==> config.mk <==
export PLATFORM = sky130hd
export DESIGN_NAME = ahb_bridge_master
export DESIGN_NICKNAME = d
export VERILOG_FILES = /design/src/rtl/ahb_master_pkg.sv /design/src/rtl/ahb_master_timeout_cnt.sv /design/src/rtl/ahb_bridge_master.sv
export SDC_FILE = /design/constraint.sdc
export NUM_CORES = 1
export LEC_CHECK = 0
export CORE_ASPECT_RATIO = 1.25
export CORE_UTILIZATION = 39
export CTS_CLUSTER_DIAMETER = 80
export CTS_CLUSTER_SIZE = 40
export DETAILED_ROUTE_END_ITERATION = 16
export PLACE_DENSITY = 0.75
export SETUP_SLACK_MARGIN = 0.2
export SYNTH_ARGS = -nofsm -noshare
export SYNTH_HDL_FRONTEND = slang
export SYNTH_SLANG_ARGS = --single-unit
==> constraint.sdc <==
create_clock -name HCLK -period 1.4 [get_ports HCLK]
set_clock_uncertainty 0.1 [all_clocks]
set_input_delay 0.28 -clock HCLK [delete_from_list [all_inputs] [get_ports HCLK]]
set_output_delay 0.28 -clock HCLK [all_outputs]
set_load 0.05 [all_outputs]
Fig. 1: run 1, placed cells, one color a class
Scale: 3 px per um.
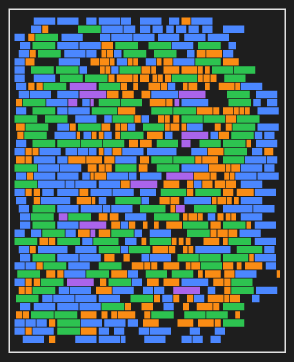
clock drivers and dummy loads -> purple  # cells 16
combinational and other logic -> orange  # cells 226
sequential cells -> green  # cells 109
remaining buffers and delay cells -> blue  # cells 215
sequential share of cell area: 29.8%
core region area: 9660 um2
Final Util: 80.2%
row count: 40

Fig. 2: run 1, cell outlines without signal wires
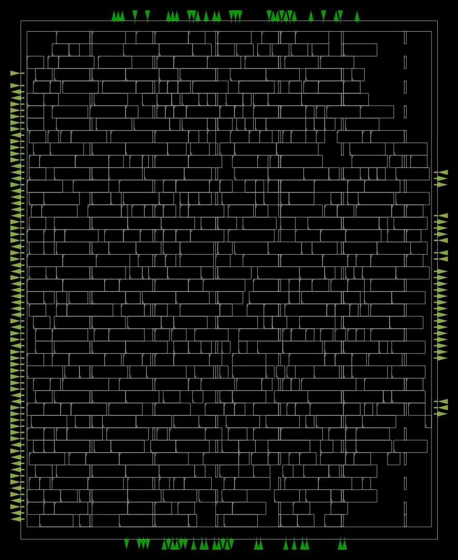
Final Instance Count excl. Fillers: 692
number of fillers in the final layout: 541
number of tap instances: 126

Fig. 3: run 1, I/O nets highlighted
Scale: 2 px per um.
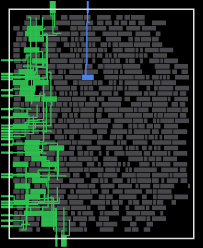
`cmd_ready` -> blue  # bits 1, direction output, end cells 1, buffers 1, wire 34.4 um
`rsp_rdata` -> green  # bits 32, direction output, end cells 32, buffers 32, wire 1040 um
I/O pin count: 155
count of port buffers added during placement: 153

==> flow.log, run 1 <==
[flow] collecting metrics
[metrics] count of instantiated cells in the yosys netlist: 366
[metrics] average footprint of a synthesized cell: 10.7 um2
[metrics] maximum number of pins on one net before global-route repair: 41
[metrics] Setup violations, final: 75
[metrics] most frequent cells after synthesis: 109 x sky130_fd_sc_hd__dfxtp_1, 41 x sky130_fd_sc_hd__nor2b_1, 36 x sky130_fd_sc_hd__a21oi_1
[metrics] flip-flops with a built-in enable: 0
[metrics] result of the run: finished, violations left
[metrics] Remaining DRCs: 0
[metrics] count of nets after finishing: 637
[metrics] violations in the final reports: setup timing
[metrics] TritonCTS sink count: 109
[metrics] worst hold path cell count: 3
[metrics] Crit path largest cell delay: 0.53 ns
[metrics] number of warning messages in the logs: 29
[metrics] clock tree from TritonCTS: done
[metrics] first-pass GRT wire length: 17.7 mm
[metrics] maximum clock rate: 583 MHz
[metrics] net count entering floorplan: 442
[metrics] cell-by-cell listing of the critical path: clkdlybuf4s50_1 -> nor2b_1 -> o21ai_4 -> buf_12 -> clkbuf_16 -> mux2_4
[metrics] R2R cell count: 6
[metrics] Worst EP required: 1.53 ns
[metrics] total power density per cell area: 920 nW/um2
[metrics] slowest library cell on the worst path: sky130_fd_sc_hd__clkdlybuf4s50_1
[metrics] DP Worst Slack: -0.545 ns
[metrics] via count: 3496
[metrics] number of antenna violations at the first check in global routing: 0
[metrics] clock slew at reported path FFs: 0.07 ns
[metrics] final setup slack of the worst path: -0.315 ns
[metrics] via/cell ratio: 5.05
[metrics] wire length reported by the detailed router: 13.3 mm
[metrics] starting DRC count in detailed routing: 174
run 1: metrics by stage:
stage               cell area (um2)  TNS (ns)
global route                   7750    -16.96
global placement               6410    -39.20
detailed placement             6410    -41.22
floorplan                      3940     -3.57
finish                         7750    -14.33
CTS                            7200     -8.46
run 1: area by class of cell:
cell class,instances,area share [%]
Sequential cell,109,29.8
Timing Repair Buffer,215,40.8
Tap cell,126,2.03
Clock buffer,10,2.95
Multi-Input combinational cell,224,23.7
Clock inverter,6,0.581
Inverter,2,0.161
run 1: layout by cell type, fill, tap and decap left out, drive strengths merged:
master	instances
nor2	2
mux2	40
nor2b	42
clkinv	3
o21ai	34
nand2	1
conb	1
or2	1
a21oi	36
and2	33
nand3	33
dlygate4sd2	1
clkdlybuf4s50	73
buf	134
dfxtp	109
nor3	1
clkbuf	16
inv	5
bufbuf	1
run 1: power by group:
group	total [mW]	internal (mW)	leakage, nW	switching, mW
Combinational	1.40	0.799	2.05	0.599
Sequential	3.35	3.23	0.929	0.116
Clock	2.38	1.23	0.138	1.16
Total	7.13	5.26	3.12	1.87
run 1: metal layers:
layer / global-route usage (%) / routed length, um
met1: 21.8 / 4640
met2: 42.6 / 7440
met3: 8.47 / 1050
met4: 7.94 / 182
met5: 0 / 0
run 1: repair_timing:
item / 4_1_cts / 5_1_grt
resized: 124 / 90
gates cloned: 5 / 6
endpoints found under the setup margin: 184 / 186
pin swaps: 12 / 28
buffers inserted: 12 / 19
run 1: cell families after synthesis:
logic type      count (synthesis)  synth area share (%)
simple gates                  113                  16.9
flops                         109                  55.9
compound gates                 70                  9.26
mux                            40                  13.5
buf+inv                        33                  4.39
other cells                     1                0.0961
==> run 2, diff against run 1 <==
--- a/config.mk
+++ b/config.mk
@@ -5,7 +5,6 @@
 export SDC_FILE = /design/constraint.sdc
 export NUM_CORES = 1
 export LEC_CHECK = 0
-export CORE_ASPECT_RATIO = 1.25
 export CORE_UTILIZATION = 39
 export CTS_CLUSTER_DIAMETER = 80
 export CTS_CLUSTER_SIZE = 40
==> run 2 against run 1 <==
Compared with the run above: largest power group unchanged; cell count increased by 1.9%; via count is 3.1% lower; flip-flop count unchanged; clock power decreased by 21%; the run still ends with setup timing left.
==> flow.log, run 2 <==
[flow] collecting metrics
[metrics] final instance area: 7690 um2 (was 7750 um2)
[metrics] busiest layer in global routing: met2 (unchanged)
[metrics] violations in the final reports: setup timing (unchanged)
[metrics] Setup violations, final: 82 (was 75)
[metrics] starting DRC count in detailed routing: 90 (was 174)
[metrics] maximum clock rate: 598 MHz (was 583 MHz)
[metrics] most common logic cell in the routed design: sky130_fd_sc_hd__buf_12 (unchanged)
[metrics] row count: 36 (was 40)
[metrics] result of the run: finished, violations left (unchanged)
[metrics] TritonCTS sink count: 109 (unchanged)
[metrics] number of warning messages in the logs: 29 (unchanged)
[metrics] Crit path largest cell delay: 0.36 ns (was 0.53 ns)
[metrics] flip-flops with a built-in enable: 0 (unchanged)
[metrics] average footprint of a synthesized cell: 10.7 um2 (unchanged)
[metrics] via/cell ratio: 4.80 (was 5.05)
[metrics] Remaining DRCs: 0 (unchanged)
[metrics] final setup slack of the worst path: -0.271 ns (was -0.315 ns)
[metrics] I/O pin count: 155 (unchanged)
[metrics] clock slew at reported path FFs: 0.11 ns (was 0.07 ns)
[metrics] slowest library cell on the worst path: sky130_fd_sc_hd__dfxtp_2 (was sky130_fd_sc_hd__clkdlybuf4s50_1)
[metrics] total power density per cell area: 861 nW/um2 (was 920 nW/um2)
[metrics] GR met3 Demand/Resource: 2.67% (was 8.47%)
[metrics] count of port buffers added during placement: 153 (unchanged)
[metrics] Worst EP required: 1.02 ns (was 1.53 ns)
[metrics] count of instantiated cells in the yosys netlist: 366 (unchanged)
[metrics] most frequent cells after synthesis: 109 x sky130_fd_sc_hd__dfxtp_1, 41 x sky130_fd_sc_hd__nor2b_1, 36 x sky130_fd_sc_hd__a21oi_1 (unchanged)
[metrics] met2 Track Usage GR: 40.9% (was 42.6%)
[metrics] net count entering floorplan: 442 (unchanged)
[metrics] cell-by-cell listing of the critical path: nor2b_4 -> inv_6 -> buf_12 -> buf_12 (was clkdlybuf4s50_1 -> nor2b_1 -> o21ai_4 -> buf_12 -> clkbuf_16 -> mux2_4)
[metrics] number of antenna violations at the first check in global routing: 0 (unchanged)
[metrics] Top cells excl fill/tap: 90 x sky130_fd_sc_hd__buf_12, 73 x sky130_fd_sc_hd__clkdlybuf4s50_1, 62 x sky130_fd_sc_hd__dfxtp_2 (was 89 x sky130_fd_sc_hd__buf_12, 73 x sky130_fd_sc_hd__clkdlybuf4s50_1, 64 x sky130_fd_sc_hd__dfxtp_2)
[metrics] maximum number of pins on one net before global-route repair: 35 (was 41)
-- run 2: cell counts after synthesis --
No cell type changed its count.
-- run 2: what timing repair did --
action / in CTS / in global routing
pin swaps: 34 / 2
buffers inserted: 25 / 13
resized: 194 / 21
gates cloned: 8 / 3
hold buffers: 0 / 0
endpoints found under the setup margin: 184 / 158
-- run 2: through the flow --
step	hold slack, ns	TNS (ns)	instances	setup slack, ns	power (mW)
3_3_place_gp	0.343	-45.35	640	-0.549	4.51
4_1_cts	0.158	-11.20	689	-0.261	6.60
3_5_place_dp	0.351	-49.24	640	-0.596	4.53
6_report	0.197	-13.32	705	-0.271	6.62
2_1_floorplan	0.297	-3.57	366	-0.0898	3.93
5_1_grt	0.203	-19.68	705	-0.319	6.86
-- run 2: power breakdown --
part           internal (mW)  switching (mW)
clock                  0.711            1.18
sequential              3.23           0.103
combinational          0.819           0.582
total                   4.76            1.86
-- run 2: cell type report --
type | instances | area, um2
clock buffer | 9 | 124
clock inverter | 7 | 73.8
fill | 577 | 2040
inverter | 2 | 12.5
multi-input combinational | 224 | 1770
sequential | 109 | 2310
tap | 133 | 166
timing repair buffer | 221 | 3230
-- run 2: metal layers --
| metal | wire [um] | vias to the layer above | share of wire, % |
|---|---|---|---|
| li1 | - | 1635 | - |
| met1 | 4620 | 1629 | 39 |
| met2 | 6550 | 97 | 55 |
| met3 | 443 | 25 | 3.7 |
| met4 | 359 | 0 | 3.0 |
| met5 | 0 | - | 0 |
-- run 2: cell families (layout without fill, tap and decap cells) --
kind of cell | Yosys count | in the layout | synth area share, %
compound gates | 70 | 70 | 9.26
buf+inv | 33 | 239 | 4.39
flops | 109 | 109 | 55.9
mux | 40 | 40 | 13.5
other cells | 1 | 1 | 0.0961
simple gates | 113 | 113 | 16.9
Fig. 4: run 2, cell density map
Scale: 4 px per um. 10 x 10 tiles, from dark blue (low) to red (high), 0 to 100% covered.
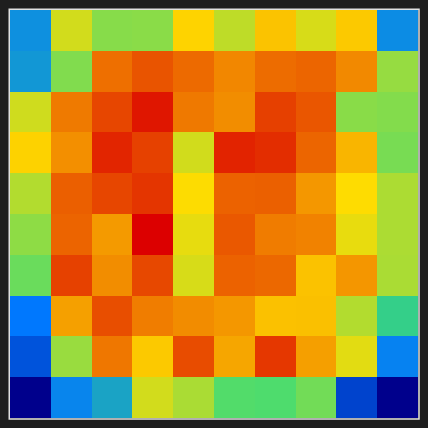
tiles over 75% full = 57%
mean over tiles = 72%
fullest tile = 100%
Final Util: 79.1%
core region area: 9730 um2

Fig. 5: run 2, signal wires on met1
Scale: 4 px per um. Supply wires on this layer in gray. Cells faint in the background.
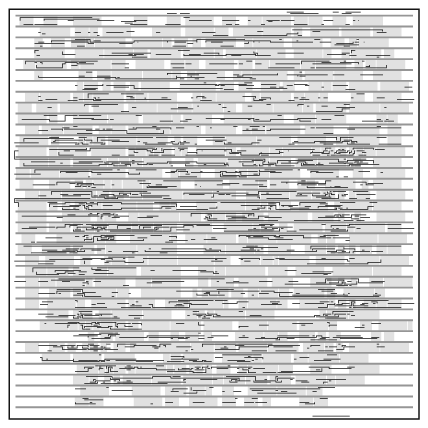
share of all routed wire = 39%
wire length on this layer = 4620 um
longest straight run = 41.4 um
met1 track demand over resource: 25.7%
via count: 3386
wire length reported by the detailed router: 12.0 mm

Fig. 6: run 2, I/O nets highlighted
Scale: 3 px per um.
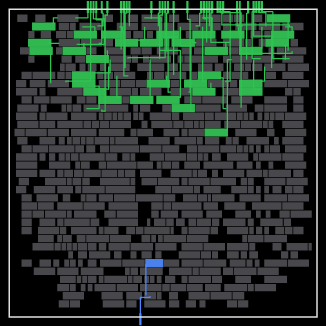
`cmd_ready` -> blue  # bits 1, direction output, end cells 1, buffers 1, wire 20.2 um
`rsp_rdata` -> green  # bits 32, direction output, end cells 32, buffers 32, wire 870 um

Power and IR drop assume default switching activity.
